**src/rtl/fetch_buffer_pkg.sv**
```systemverilog
// Shared RV32I field positions and opcode constants for the front end.
// Decode and the future issue logic reuse the same helpers.
package fetch_buffer_pkg;

  localparam int INST_W  = 32;
  localparam int OPC_LSB = 0;
  localparam int OPC_MSB = 6;
  localparam int RD_LSB  = 7;
  localparam int RD_MSB  = 11;
  localparam int RS1_LSB = 15;
  localparam int RS1_MSB = 19;
  localparam int RS2_LSB = 20;
  localparam int RS2_MSB = 24;

  typedef logic [OPC_MSB-OPC_LSB:0] opcode_t;
  typedef logic [RD_MSB-RD_LSB:0]   reg_idx_t;

  localparam opcode_t OPC_OP     = 7'b0110011;
  localparam opcode_t OPC_OP_IMM = 7'b0010011;
  localparam opcode_t OPC_LOAD   = 7'b0000011;
  localparam opcode_t OPC_STORE  = 7'b0100011;
  localparam opcode_t OPC_BRANCH = 7'b1100011;
  localparam opcode_t OPC_JAL    = 7'b1101111;
  localparam opcode_t OPC_JALR   = 7'b1100111;
  localparam opcode_t OPC_LUI    = 7'b0110111;
  localparam opcode_t OPC_AUIPC  = 7'b0010111;

  function automatic logic is_ctrl_xfer(input opcode_t op);
    return (op == OPC_BRANCH) || (op == OPC_JAL) || (op == OPC_JALR);
  endfunction

  function automatic logic writes_rd(input opcode_t op);
    return (op != OPC_STORE) && (op != OPC_BRANCH);
  endfunction

  function automatic logic reads_rs1(input opcode_t op);
    return (op != OPC_LUI) && (op != OPC_AUIPC) && (op != OPC_JAL);
  endfunction

  function automatic logic reads_rs2(input opcode_t op);
    return (op == OPC_OP) || (op == OPC_STORE) || (op == OPC_BRANCH);
  endfunction

  // Decode will use this to flag illegal opcodes.
  function automatic logic is_base_opcode(input opcode_t op);
    return op inside {OPC_OP, OPC_OP_IMM, OPC_LOAD, OPC_STORE, OPC_BRANCH,
                      OPC_JAL, OPC_JALR, OPC_LUI, OPC_AUIPC};
  endfunction

endpackage

```
**src/rtl/fetch_buffer_dep_check.sv**
```systemverilog
// Pair-issue interlock: asserts o_hold when the second instruction of a pair
// must wait, either on a RAW hazard or because the first one redirects flow.
module dep_check
  import fetch_buffer_pkg::*;
(
  input  logic [INST_W-1:0] i_inst1,
  input  logic [INST_W-1:0] i_inst2,
  output logic              o_hold
);

  opcode_t  w_op1;
  opcode_t  w_op2;
  reg_idx_t w_rd1;
  reg_idx_t w_rs1_2;
  reg_idx_t w_rs2_2;
  logic     w_raw;
  logic     w_unused_bits;

  assign w_op1   = i_inst1[OPC_MSB:OPC_LSB];
  assign w_op2   = i_inst2[OPC_MSB:OPC_LSB];
  assign w_rd1   = i_inst1[RD_MSB:RD_LSB];
  assign w_rs1_2 = i_inst2[RS1_MSB:RS1_LSB];
  assign w_rs2_2 = i_inst2[RS2_MSB:RS2_LSB];

  // x0 is hardwired zero, so writing it never creates a hazard.
  assign w_raw = writes_rd(w_op1) && (w_rd1 != '0) &&
                 ((reads_rs1(w_op2) && (w_rs1_2 == w_rd1)) ||
                  (reads_rs2(w_op2) && (w_rs2_2 == w_rd1)));

  assign o_hold = is_ctrl_xfer(w_op1) || w_raw;

  assign w_unused_bits = ^{i_inst1[INST_W-1:RD_MSB+1], i_inst2[INST_W-1:RS2_MSB+1],
                           i_inst2[RS1_LSB-1:RD_LSB]};

endmodule

```
**src/rtl/fetch_buffer.sv**
```systemverilog
// Dual-entry instruction buffer between fetch and decode: circular store of
// {pc, inst}, in-order issue of up to two per cycle with pair interlock.
module fetch_buffer
  import fetch_buffer_pkg::*;
#(
  parameter int DEPTH = 8,
  parameter int PC_W  = 13
) (
  input  logic              CLK,
  input  logic              NRST,
  input  logic              f_valid,
  input  logic [PC_W-1:0]   f_pc1,
  input  logic [PC_W-1:0]   f_pc2,
  input  logic [INST_W-1:0] f_inst1,
  input  logic [INST_W-1:0] f_inst2,
  output logic              stall,
  input  logic              flush,
  input  logic              d_ready,
  output logic              i_valid1,
  output logic              i_valid2,
  output logic [PC_W-1:0]   i_pc1,
  output logic [PC_W-1:0]   i_pc2,
  output logic [INST_W-1:0] i_inst1,
  output logic [INST_W-1:0] i_inst2
);

  localparam int PTR_W = $clog2(DEPTH);
  localparam int CNT_W = PTR_W + 1;

  logic [PC_W-1:0]   r_pc_mem   [DEPTH];
  logic [INST_W-1:0] r_inst_mem [DEPTH];
  logic [PTR_W-1:0]  r_head;
  logic [PTR_W-1:0]  r_tail;
  logic [CNT_W-1:0]  r_count;

  logic [PTR_W-1:0]  w_head_nxt_slot;
  logic [PTR_W-1:0]  w_tail_nxt_slot;
  logic              w_push;
  logic              w_hold;
  logic [CNT_W-1:0]  w_push_n;
  logic [CNT_W-1:0]  w_pop_n;

  // Pointer widths equal log2(DEPTH), so +1 wraps modulo DEPTH by itself.
  assign w_head_nxt_slot = r_head + PTR_W'(1);
  assign w_tail_nxt_slot = r_tail + PTR_W'(1);

  assign stall  = (r_count > CNT_W'(DEPTH - 2));
  assign w_push = f_valid && !stall && !flush;

  assign i_pc1   = r_pc_mem[r_head];
  assign i_inst1 = r_inst_mem[r_head];
  assign i_pc2   = r_pc_mem[w_head_nxt_slot];
  assign i_inst2 = r_inst_mem[w_head_nxt_slot];

  dep_check u_dep_check (
    .i_inst1 (i_inst1),
    .i_inst2 (i_inst2),
    .o_hold  (w_hold)
  );

  assign i_valid1 = (r_count != '0) && !flush;
  assign i_valid2 = (r_count >= CNT_W'(2)) && !flush && !w_hold;

  assign w_push_n = w_push ? CNT_W'(2) : '0;
  assign w_pop_n  = d_ready ? (CNT_W'(i_valid1) + CNT_W'(i_valid2)) : '0;

  // NOTE: entry storage has no reset; contents are only read behind a
  // non-zero count, so resetting the array would buy nothing.
  always_ff @(posedge CLK) begin
    if (w_push) begin
      r_pc_mem[r_tail]            <= f_pc1;
      r_inst_mem[r_tail]          <= f_inst1;
      r_pc_mem[w_tail_nxt_slot]   <= f_pc2;
      r_inst_mem[w_tail_nxt_slot] <= f_inst2;
    end
  end

  // NOTE: state registers use non-blocking assignments so every reader in
  // this edge sees the pre-edge values of head, tail and count.
  always_ff @(posedge CLK or negedge NRST) begin
    if (!NRST) begin
      r_head  <= '0;
      r_tail  <= '0;
      r_count <= '0;
    end else if (flush) begin
      r_head  <= '0;
      r_tail  <= '0;
      r_count <= '0;
    end else begin
      r_head  <= r_head + PTR_W'(w_pop_n);
      if (w_push) begin
        r_tail <= r_tail + PTR_W'(2);
      end
      r_count <= r_count + w_push_n - w_pop_n;
    end
  end

endmodule

```
**config.mk**
```make
export PLATFORM = sky130hd
export DESIGN_NAME = fetch_buffer
export DESIGN_NICKNAME = d
export VERILOG_FILES = /design/src/rtl/fetch_buffer_pkg.sv /design/src/rtl/fetch_buffer_dep_check.sv /design/src/rtl/fetch_buffer.sv
export SDC_FILE = /design/constraint.sdc
export NUM_CORES = 1
export LEC_CHECK = 0
export ABC_CLOCK_PERIOD_IN_PS = 5800
export CORE_UTILIZATION = 55
export CTS_BUF_LIST = sky130_fd_sc_hd__clkbuf_8
export CTS_CLUSTER_DIAMETER = 60
export CTS_CLUSTER_SIZE = 28
export DETAILED_ROUTE_END_ITERATION = 7
export PLACE_DENSITY = 0.87
export SETUP_SLACK_MARGIN = 0.02
export SLEW_MARGIN = 30
export SYNTH_ARGS = -nofsm -noshare
export SYNTH_HDL_FRONTEND = slang
export SYNTH_SLANG_ARGS = --single-unit
```
**constraint.sdc**
```tcl
create_clock -name CLK -period 5.8 [get_ports CLK]
set_input_delay 1.16 -clock CLK [delete_from_list [all_inputs] [get_ports CLK]]
set_output_delay 1.16 -clock CLK [all_outputs]
set_load 0.05 [all_outputs]
```
==> results_dict.tcl, run 1 <==
# yosys + openroad results
set metrics [dict create \
    slowest_stage "clkdlybuf4s50_1" \
    netlist_instances 1155 \
    r2r_start "r_head[2]" \
    warning_count 34 \
    p_leak_nw 7.363 \
    outcome "finished clean" \
    maxSlewViolCount 0 \
    slowest_delay_ns 0.71 \
    hold_start "r_tail[2]" \
    grt_pass1_vias 12260 \
    numSynthFlops 369 \
    io_pins 188 \
    path_buffers 4 \
    firstDrtPassIters 5 \
    skew_ns 0.02994 \
    layout-area-overhead-vs-synth_pct 15.38 \
    syn_area_um2 19540 \
    edf_count 360 \
    die_h_um 190.5 \
    end_kind "primary output" \
    dp_hpwl_um 31730 \
    cts-root-buf "clkbuf_8" \
    reg2reg_to "r_count[3]" \
    grt_max_degree 103 \
    nFillCells 2392 \
    clock_latency_ns 0.67 \
    finalCritPeriodShare_pct 95.12 \
    htree_num_levels 1 \
    floorplan.core_util_pct 56.30 \
    post-route-drc-count 0 \
    tritoncts "built" \
    critPathKind "reg -> out" \
    finalHoldViolations 0 \
    cpLargestDelayFamily "buffers and inverters" \
    die_width_um 190.5 \
    hp-class "reg -> reg" \
    yosys_warnings 0 \
    setup_violations 0 \
    hold_end "r_tail[2]" \
    drv_cap 0 \
    power_mw 10.92 \
    synth.distinct_cells 47 \
    antenna_found_initial 4 \
    fmax_ghz 0.1813 \
    path_max_fanout 102 \
    ys_dominant_reg_cell "edfxtp_1" \
    chip_area_um2 36290 \
    cts_hold_buffers 0 \
    seq_area_frac_synth_pct 56.46 \
    path_clk_slew_ns 0.13 \
    cts-buffers-inserted 30 \
    ant_nets 0 \
    fin_setup_tns_ns 0 \
    cp-start-kind "flip-flop" \
    drt-initial-drc-count 1122 \
    grt_pass1_wl_um 74040 \
    grt-ovfl-total 0 \
]
[run 1: metrics by stage]
stage	instance area [um2]	hold slack, ns	setup slack [ns]	cells	utilization (%)
floorplan	19550	0.5659	0.5705	1155	-
global placement	21740	0.6010	0.8446	1706	62.62
detailed placement	21740	0.6140	0.7580	1706	62.63
CTS	22540	0.6428	0.2067	1762	64.94
global route	22540	0.6814	0.06907	1763	64.94
finish	22550	0.6359	0.2828	1766	64.97
[run 1: cell usage in the layout, fill, tap and decap left out, drive strengths merged, types with 5 or more instances in the layout]
cell type / n
clkbuf: 31
nor3: 6
nand3: 13
mux4: 172
nor2: 15
clkinv: 7
nand2: 130
and2: 5
clkdlybuf4s50: 186
edfxtp: 360
ha: 12
mux2i: 15
xnor2: 9
inv: 45
dfrtp: 9
mux2: 224
nor2b: 6
buf: 31
[run 1: report_power, final]
group          internal, mW  leakage [nW]  switching, mW
clock                 0.635         0.391           1.13
combinational          2.40          3.60           3.53
sequential             3.13          3.38         0.0887
total                  6.17          7.36           4.75
[run 1: cell type report]
cell class / instances / area (um2) / area share, %
clock buffers: 31 / 426.7 / 1.892
multi-input cells: 637 / 7885 / 34.96
inverters: 28 / 107.6 / 0.4771
repair buffers: 217 / 2136 / 9.471
diodes: 4 / 10.01 / 0.04439
flip-flops and latches: 369 / 11050 / 48.98
well taps: 455 / 569.3 / 2.524
clock inverters: 25 / 370.4 / 1.642
[run 1: cell usage after synthesis (all sizes together), types with 9 or more instances]
library cell / instances / share of area [%]
inv: 27 / 0.52
ha: 12 / 0.77
nor2: 15 / 0.30
edfxtp: 360 / 55
xnor2: 9 / 0.44
mux2i: 15 / 0.92
buf: 53 / 1.6
nand2: 130 / 2.5
dfrtp: 9 / 1.2
mux2: 224 / 13
clkbuf: 68 / 1.3
nand3: 13 / 0.33
mux4: 172 / 20
[run 1: cells by family after synthesis]
group                      count (synthesis)  share of synthesized area (%)
DFF                                      369                          56.46
AOI/OAI and AO/OA                          9                         0.3521
and+or+nand+nor                          191                          4.334
xor gates and xnor gates                  11                         0.5698
buffers and inverters                    149                          3.431
adders and majority gates                 15                          1.075
muxes                                    411                          33.78
[run 1: registers in the layout, indices dropped and copies added, names as in the netlist]
| register | cells |
|---|---|
| r_count | 4 |
| r_tail | 2 |
| r_inst_mem | 256 |
| r_head | 3 |
| r_pc_mem | 104 |
[run 1: worst max path at each step]
stage,from,endpoint,slack [ns],cells past startpoint
after floorplan,r_head[0],r_count[3],0.57,17
after global placement,r_head[0],i_pc1[0],0.84,6
after detailed placement,r_head[0],i_pc1[0],0.76,6
after CTS,r_head[0],i_pc1[0],0.21,6
after global routing,r_head[0],i_pc1[0],0.07,6
final,r_head[0],i_pc1[0],0.28,6
[run 1: per-layer routing]
layer / up-vias / part of all wire [%] / global-route usage [%]
li1: 4832 / - / -
met1: 6009 / 37 / 35.43
met2: 691 / 51 / 48.41
met3: 122 / 8.8 / 4.527
met4: 2 / 3.8 / 10.83
met5: - / 0.022 / 0
[run 1: what timing repair did]
item | in CTS | in global routing
buffers inserted | 0 | 0
resized | 1 | 0
endpoints found under the setup margin | 1 | 0
hold endpoints to repair | 0 | 0
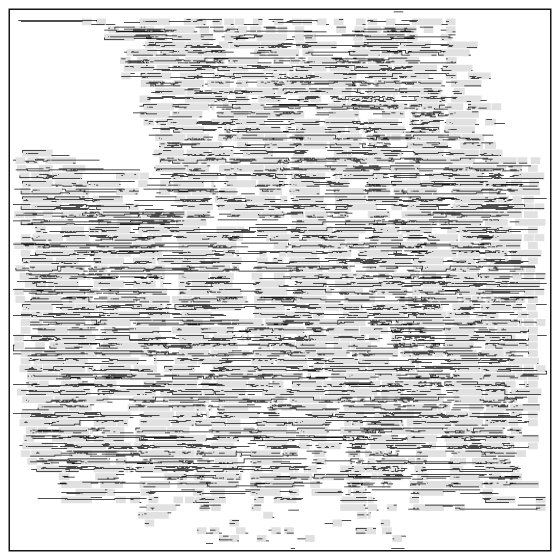
Figure 1: run 1, M1 wires.
Cells faint in the background.
share of all routed wire: 37%
nets with wire on the layer: 1281
longest straight run: 45.5 um
main direction: horizontal

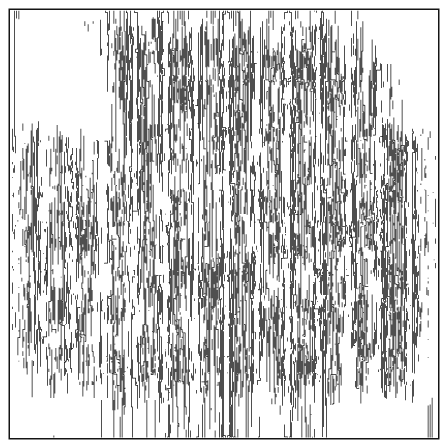
Figure 2: run 1, signal wires on met2.
wire length on this layer: 25.4 mm
share of all routed wire: 51%
nets with wire on the layer: 1291
met2 Use GR: 48.41%
via count: 11660
Routed WL: 49930 um

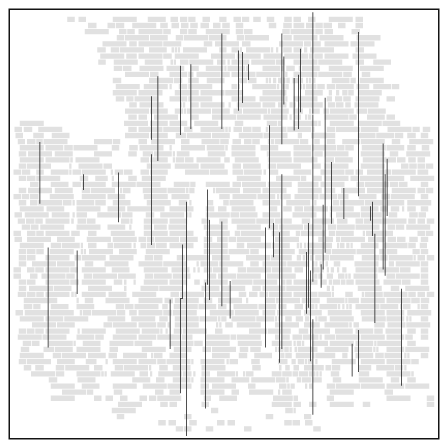
Figure 3: run 1, M4 wires.
Cells faint in the background.
share of all routed wire: 3.8%
nets with wire on the layer: 37
main direction: vertical

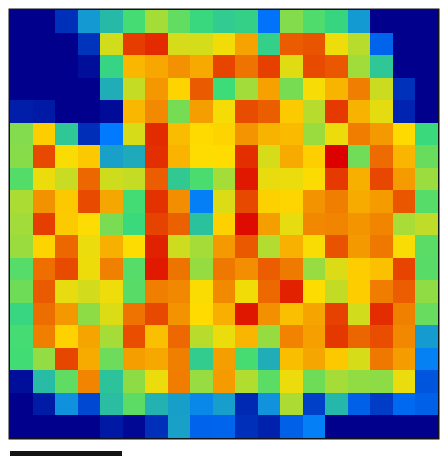
Figure 4: run 1, cell density map.
Scale bar: 50 um. The die is cut into 19 by 19 equal tiles; dark blue is low, red is high, 0 to 100% covered.
fullest tile: 100%
tiles over 75% full: 42%
emptiest ninth of the die: top left
nearly empty tiles: 9.4%
mean over tiles: 61%

==> inputs of run 2 (changes only) <==
- GPL_ROUTABILITY_DRIVEN: not set -> 0
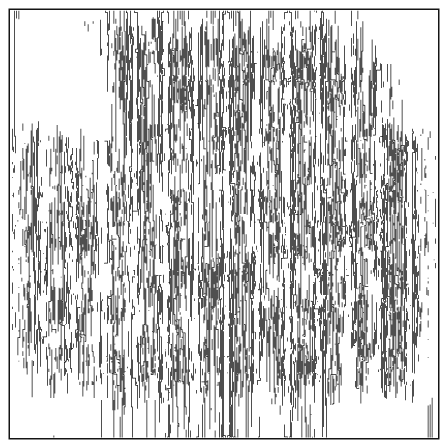
Figure 5: run 2, signal wires on met2.
main direction: vertical
longest straight run: 97.9 um

==> run 2 against run 1 <==
Non-clock buffer count unchanged. Core utilization unchanged. Wire length unchanged. Via count unchanged. Clock power about the same. Sequential power about the same. Combinational power about the same. First-iteration DRC count unchanged. Final cell count unchanged. Hold slack unchanged. Synthesized area unchanged. Worst setup slack unchanged.
==> results_dict.tcl, run 2 <==
# yosys + openroad results
set metrics [dict create \
    nFillCells 2392 \
    cts-root-buf "clkbuf_8" \
    r2r_start "r_head[2]" \
    dpl_cell_area_um2 21740 \
    ys_dominant_reg_cell "edfxtp_1" \
    edf_count 360 \
    seq_area_frac_synth_pct 56.46 \
    antenna_found_initial 4 \
    setup_violations 0 \
    path_max_fanout 102 \
    post-route-drc-count 0 \
    grt_pass1_vias 12260 \
    ant_nets 0 \
    end_kind "primary output" \
    vias 11660 \
    top_cell "edfxtp_1" \
    power_density_nw_per_um2 484.2 \
    synthTopCellsByCount "edfxtp_1, mux2_2, mux4_2" \
    critPathLaunch "r_head[0]" \
    critPathKind "reg -> out" \
    reg2reg_to "r_count[3]" \
    grt_max_degree 103 \
    largest_reg_flops 256 \
    fin_setup_tns_ns 0 \
    yosys.area.top_type "edfxtp_1" \
    setup_slack_ns 0.2828 \
    synth.distinct_cells 47 \
    clock_latency_ns 0.67 \
    cts_hold_buffers 0 \
    outcome "finished clean" \
    cp-start-kind "flip-flop" \
    synth.top_cells.by_area "edfxtp_1, mux4_2, mux2_2" \
    chip_area_um2 36290 \
    dp_hpwl_um 31730 \
    slowest_delay_ns 0.71 \
    fmax_ghz 0.1813 \
    post-place-ws_ns 0.7580 \
    path_clk_slew_ns 0.13 \
    cpLargestDelayFamily "buffers and inverters" \
    endpoint "i_pc1[0]" \
    netlist_instances 1155 \
    io_pins 188 \
    mostFrequentLayoutCell "edfxtp_1" \
    maxSlewViolCount 0 \
    cts-buffers-inserted 30 \
    registers.top_by_ff_count "r_inst_mem" \
    largestRegisters "r_inst_mem x256, r_pc_mem x104, r_count x4" \
    wl_um 49930 \
    grt-ovfl-total 0 \
    skew_ns 0.02994 \
    slowest_stage "clkdlybuf4s50_1" \
    most-common-layout-cells "edfxtp_1, mux2_2, clkdlybuf4s50_1" \
    final_area_um2 22550 \
    tritoncts "built" \
    die_h_um 190.5 \
    syn_area_um2 19540 \
    grt_pass1_wl_um 74040 \
    drv_cap 0 \
    layout-area-overhead-vs-synth_pct 15.38 \
    hp-class "reg -> reg" \
    warning_count 34 \
    drt-initial-drc-count 1122 \
    yosys_warnings 0 \
    cp.depth 6 \
    firstDrtPassIters 5 \
]
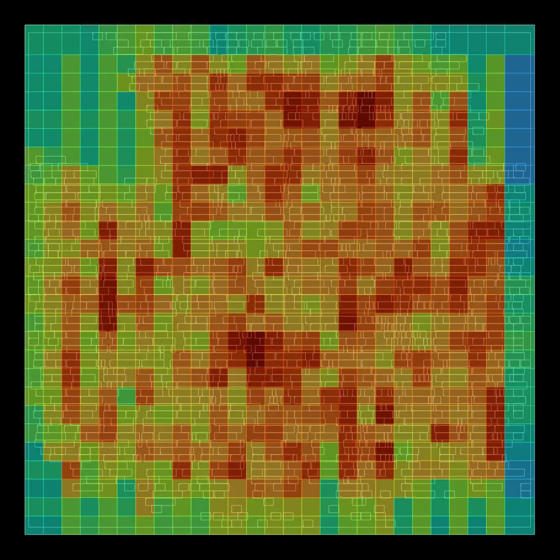
Figure 6: run 2, congestion heat map.
WL/cell: 28.27 um
met1 usage: 35.43%

[run 2: cell counts in the layout (fill, tap and decap cells not counted)]
Identical to the previous run, type by type.
[run 2: kinds of logic (layout without fill, tap and decap cells)]
| logic type | after synthesis | count (layout) | synth area share, % |
|---|---|---|---|
| other | 0 | 4 | 0 |
| adders and majority gates | 15 | 15 | 1.075 |
| muxes | 411 | 411 | 33.78 |
| AOI/OAI and AO/OA | 9 | 9 | 0.3521 |
| DFF | 369 | 369 | 56.46 |
| xor gates and xnor gates | 11 | 11 | 0.5698 |
| and+or+nand+nor | 191 | 191 | 4.334 |
| buffers and inverters | 149 | 301 | 3.431 |
[run 2: power breakdown]
part	leakage, nW	switching (mW)	internal, mW
combinational	3.60	3.53	2.40
sequential	3.38	0.0887	3.13
clock	0.391	1.13	0.635
[run 2: cell type report]
type                            count  area, um2  share of cell area [%]
Sequential cell                   369      11050                   48.98
Timing Repair Buffer              217       2136                   9.471
Clock buffer                       31      426.7                   1.892
Multi-Input combinational cell    637       7885                   34.96
Tap cell                          455      569.3                   2.524
Inverter                           28      107.6                  0.4771
Antenna cell                        4      10.01                 0.04439
Clock inverter                     25      370.4                   1.642
[run 2: repair_timing]
action,4_1_cts,5_1_grt
endpoints found under the setup margin,1,0
gates resized,1,0
hold endpoints to repair,0,0
[run 2: worst min path at each step]
stage / from / end / slack (ns)
after floorplan: r_tail[2] / r_tail[2] / 0.57
after global placement: r_tail[2] / r_tail[2] / 0.60
after detailed placement: r_tail[2] / r_tail[2] / 0.61
after CTS: r_tail[2] / r_tail[2] / 0.64
after global routing: r_tail[2] / r_tail[2] / 0.68
final: r_tail[2] / r_tail[2] / 0.64
[run 2: worst reg2reg max path, cell delays in order (launching register included)]
cell	delay [ns]
dfrtp_4	0.84
xor2_4	0.41
buf_4	0.36
buf_4	0.36
nand2_1	0.13
nand3_1	0.11
and4_1	0.33
xnor2_1	0.18
o41ai_2	0.11
a31oi_1	0.34
ha_1	0.22
nand2_1	0.10
fa_1	0.55
ha_1	0.16
inv_1	0.05
fa_1	0.40
xnor2_1	0.14
nor2_1	0.05
[run 2: metrics by stage]
stage	total power [mW]	instances	hold WS [ns]	utilization, %
after CTS	10.96	1762	0.6428	64.94
after global routing	11.32	1763	0.6814	64.94
after detailed placement	9.194	1706	0.6140	62.63
final	10.92	1766	0.6359	64.97
after floorplan	7.523	1155	0.5659	-
after global placement	9.096	1706	0.6010	62.62
[run 2: layer usage]
metal	GRT usage (%)	wire [um]	up-vias
met5	0	11	-
met4	10.83	1894	2
met3	4.527	4397	122
met2	48.41	25380	691
met1	35.43	18240	6009
li1	-	-	4832
Power is estimated from default activity; no workload was simulated.
